### src/rtl/reset_sequencer_pkg.sv
// reset_sequencer_pkg: state encodings and reset-cause codes shared by the reset sequencer
package reset_sequencer_pkg;
    localparam logic [1:0] ST_HOLD  = 2'd0;
    localparam logic [1:0] ST_STAGE = 2'd1;
    localparam logic [1:0] ST_DONE  = 2'd2;
    localparam logic CAUSE_EXT = 1'b0;
    localparam logic CAUSE_SW  = 1'b1;
endpackage

### src/rtl/rst_sync2.sv
// rst_sync2: two-flop reset-release synchroniser with asynchronous clear
module rst_sync2 (
    input  logic clk,
    input  logic rst_in_n,
    output logic s2
);
    logic s1;
    always_ff @(posedge clk or negedge rst_in_n)
        if (!rst_in_n) {s2, s1} <= 2'b00;
        else {s2, s1} <= {s1, 1'b1};
endmodule

### src/rtl/reset_sequencer.sv
// reset_sequencer: ordered multi-domain reset release with software re-sequence request
module reset_sequencer
    import reset_sequencer_pkg::*;
#(
    parameter int NUM_OUT   = 1,
    parameter int CNT_SIZE  = 4,
    parameter int STAGE_GAP = 1
) (
    input  logic               clk,
    input  logic               rst_in_n,
    input  logic               soft_rst_req,
    output logic [NUM_OUT-1:0] rst_out_n,
    output logic               rst_done,
    output logic               last_cause
);
`ifdef SIMULATE
    initial begin
        if (NUM_OUT < 1 || NUM_OUT > 8) $error("NUM_OUT out of range 1..8");
        if (CNT_SIZE < 2 || CNT_SIZE > 20) $error("CNT_SIZE out of range 2..20");
        if (STAGE_GAP < 1 || STAGE_GAP > 255) $error("STAGE_GAP out of range 1..255");
    end
`endif
    logic                s2;
    logic [1:0]          state;
    logic [CNT_SIZE:0]   cnt;
    logic [7:0]          gap;
    logic [2:0]          stage_idx;
    logic [NUM_OUT-1:0]  next_bit;
    logic                last_stage;
    logic                gap_hit;
    rst_sync2 u_sync (
        .clk      (clk),
        .rst_in_n (rst_in_n),
        .s2       (s2)
    );
    assign next_bit   = NUM_OUT'(1) << stage_idx;
    assign last_stage = stage_idx == 3'(NUM_OUT - 1);
    assign gap_hit    = gap == 8'(STAGE_GAP - 1);
    always_ff @(posedge clk or negedge rst_in_n)
        if (!rst_in_n) begin
            state      <= ST_HOLD;
            cnt        <= '0;
            gap        <= '0;
            stage_idx  <= '0;
            rst_out_n  <= '0;
            rst_done   <= 1'b0;
            last_cause <= CAUSE_EXT;
        end else if (soft_rst_req) begin
            state      <= ST_HOLD;
            cnt        <= '0;
            gap        <= '0;
            stage_idx  <= '0;
            rst_out_n  <= '0;
            rst_done   <= 1'b0;
            last_cause <= CAUSE_SW;
        end else begin
            case (state)
                ST_HOLD:
                    if (cnt[CNT_SIZE]) begin
                        rst_out_n <= rst_out_n | NUM_OUT'(1);
                        gap       <= '0;
                        stage_idx <= 3'd1;
                        state     <= NUM_OUT == 1 ? ST_DONE : ST_STAGE;
                        rst_done  <= NUM_OUT == 1;
                    end else if (s2) begin
                        cnt <= cnt + 1'b1;
                    end
                ST_STAGE:
                    if (gap_hit) begin
                        rst_out_n <= rst_out_n | next_bit;
                        gap       <= '0;
                        stage_idx <= stage_idx + 3'd1;
                        state     <= last_stage ? ST_DONE : ST_STAGE;
                        rst_done  <= last_stage;
                    end else begin
                        gap <= gap + 8'd1;
                    end
                ST_DONE: ;
                default: state <= ST_HOLD;
            endcase
        end
endmodule
### config.mk
export PLATFORM = sky130hd
export DESIGN_NAME = reset_sequencer
export DESIGN_NICKNAME = d
export VERILOG_FILES = /design/src/rtl/reset_sequencer_pkg.sv /design/src/rtl/rst_sync2.sv /design/src/rtl/reset_sequencer.sv
export SDC_FILE = /design/constraint.sdc
export NUM_CORES = 1
export LEC_CHECK = 0
export CAP_MARGIN = 20
export CORE_MARGIN = 2
export CORE_UTILIZATION = 45
export DETAILED_ROUTE_END_ITERATION = 16
export GPL_ROUTABILITY_DRIVEN = 1
export PLACE_DENSITY = 0.66
export SLEW_MARGIN = 20
export SYNTH_ARGS = -nofsm -noshare
export SYNTH_HDL_FRONTEND = slang
export SYNTH_SLANG_ARGS = --single-unit
### constraint.sdc
create_clock -name clk -period 3.7 [get_ports clk]
set_input_delay 0.555 -clock clk [delete_from_list [all_inputs] [get_ports clk]]
set_output_delay 0.555 -clock clk [all_outputs]
set_load 0.005 [all_outputs]
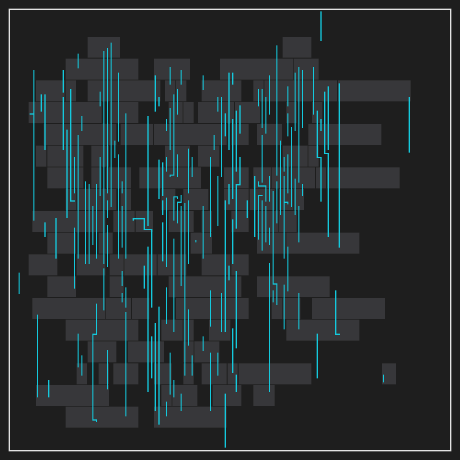
Figure 1: the metal 2 layer.
Scale: 8 px per micron. Cells faint in the background.
nets with wire on the layer = 96
main direction = vertical
longest straight run = 26.5 microns
share of all routed wire = 48%
wire length on this layer = 993 microns

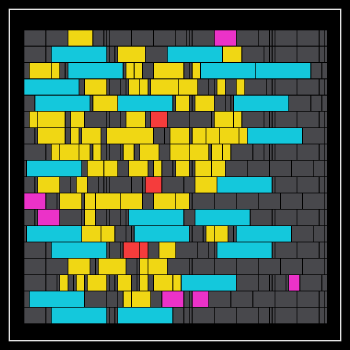
Figure 2: cells coloured by class.
Scale: 6 px per micron. Fill, decap, tap and diode cells in grey.
combinational and other logic -> yellow  # cells 79, share of their area 47%
sequential cells -> cyan  # cells 23, share of their area 47%
remaining buffers and delay cells -> magenta  # cells 6, share of their area 4.3%
clock drivers and dummy loads -> red  # cells 4, share of their area 2.1%
flop share of the area: 0.453
# rows: 18
Core Util, Final: 0.513
post-route cell area: 1270 sq um
core area: 2480 sq um

==> impl_metrics.py <==
# Auto-generated metrics
metrics = {
    "drt": {
        "dr.max_layer_used": "met4",
        "viasPerCell": 5.35,
        "met3_length_microns": 39,
        "firstDrtPassIters": 3,
        "vias": 759,
        "ant_nets": 0,
        "drtIter0Drc": 7,
    },
    "place": {
        "dp.cells": 138,
        "place_ws_ps": 1200,
        "place.detailed.hpwl_mm": 1.47,
    },
    "critical_path": {
        "worstPathMaxFanout": 9,
        "path_buffers": 1,
        "cp_slowest_cell": "or4b_4",
        "cp.depth": 6,
        "crit_family": "simple AND/OR/NAND/NOR gates",
        "max_stage_delay_ps": 460,
        "rr_endpoint": "stage_idx[0]",
        "critPathKind": "reg2reg",
        "cp.required_ps": 3900,
    },
    "outcome": {
        "status": "finished clean",
    },
    "yosys": {
        "fp_nets": 113,
        "yosys.area.top_type": "dfrtp_1",
        "top_cell": "dfrtp_1",
        "ys_sh_xor": 0.0674,
        "synth.distinct_cells": 42,
        "muxShareOfSynthArea": 0.0353,
        "async_reset_ff_frac": 1.00,
        "ys_sh_simple": 0.193,
        "synth-seq-cells": 23,
        "synth-adder-area-share": 0.0535,
        "yosysChipArea_sq_um": 1170,
        "synth_area_sq_um": 1170,
        "ys_sh_aoi": 0.126,
        "top_cells_by_area": "dfrtp_1, xor2_1, ha_1, nor2_1, mux2i_1",
        "yosysTopAreaCellShare": 0.492,
        "ys_cells": 105,
    },
    "clocking": {
        "ctsRootBufferMaster": "clkbuf_4",
        "cts_buffer_depth": 2,
        "postCtsSetupRepairBufs": 0,
        "h-tree-depth": 1,
        "cts.sinks": 23,
        "clkLatencyLatePin_ps": 300,
        "postCtsResizedCells": 0,
    },
    "floorplan": {
        "ioPinCount": 6,
        "floorplan.core_util": 0.472,
        "die-width_microns": 55.0,
        "n_tap_cell": 30,
        "fp.dieH_microns": 55.0,
    },
    "grt": {
        "grt_pass1_vias": 762,
        "antenna_found_initial": 0,
        "grt_max_degree": 24,
        "grt_pass1_wl_mm": 3.71,
        "grt_overflow_total": 0,
    },
    "layout": {
        "comb_area_sq_um": 559,
        "buf_share": 0.0414,
        "n_all_buffers": 6,
        "n_all_inverters": 5,
        "num-multi-input-gates": 74,
        "fill_cells": 242,
        "seqCellArea_sq_um": 576,
        "comb_area_frac": 0.440,
        "antenna_cells": 0,
        "largest_class": "sequential cells",
    },
    "timing": {
        "whs_ps": 205,
        "finalClockPeriodUsage": 0.593,
        "fmax_mhz": 456,
        "tns_ps": 0,
        "setup_viol": 0,
        "worst_pin_slew_ps": 927,
        "final_hold_viol_count": 0,
        "worst_slack_ps": 1510,
        "rsz0062_at_grt": "no",
    },
    "job": {
        "maxCapViolCount": 0,
        "warnings": 28,
    },
    "min_path": {
        "hold_path_class": "in2async",
    },
    "pwr": {
        "finalPower_uw": 402,
    },
}
-- sequential cells by signal, summed over array words and instances (netlist names) --
signal      count
u_sync.s2       1
rst_out_n       1
last_cause      1
u_sync.s1       1
cnt             5
stage_idx       3
state           2
gap             8
rst_done        1
-- placed cells by master, fill, tap and decap left out, types with 2 or more instances in the layout --
master,instances
dfrtp_1,23
nor2_1,13
xor2_1,8
inv_1,5
ha_1,5
nand4_1,4
clkdlybuf4s50_1,4
mux2i_1,3
o21ai_0,3
nand2_1,3
clkbuf_4,3
nor3b_1,2
nor2b_1,2
nand2b_1,2
o2111ai_1,2
o31a_1,2
-- where the power goes --
part	internal [uW]	total, uW	switching (uW)	leakage, uW
Sequential	257	262	4.84	0.000306
Combinational	11.1	28.0	16.9	0.000247
Clock	42.0	113	70.8	0.0000150
Total	310	402	92.6	0.000569
No activity file was given, so power comes from the tool's default toggle rates.
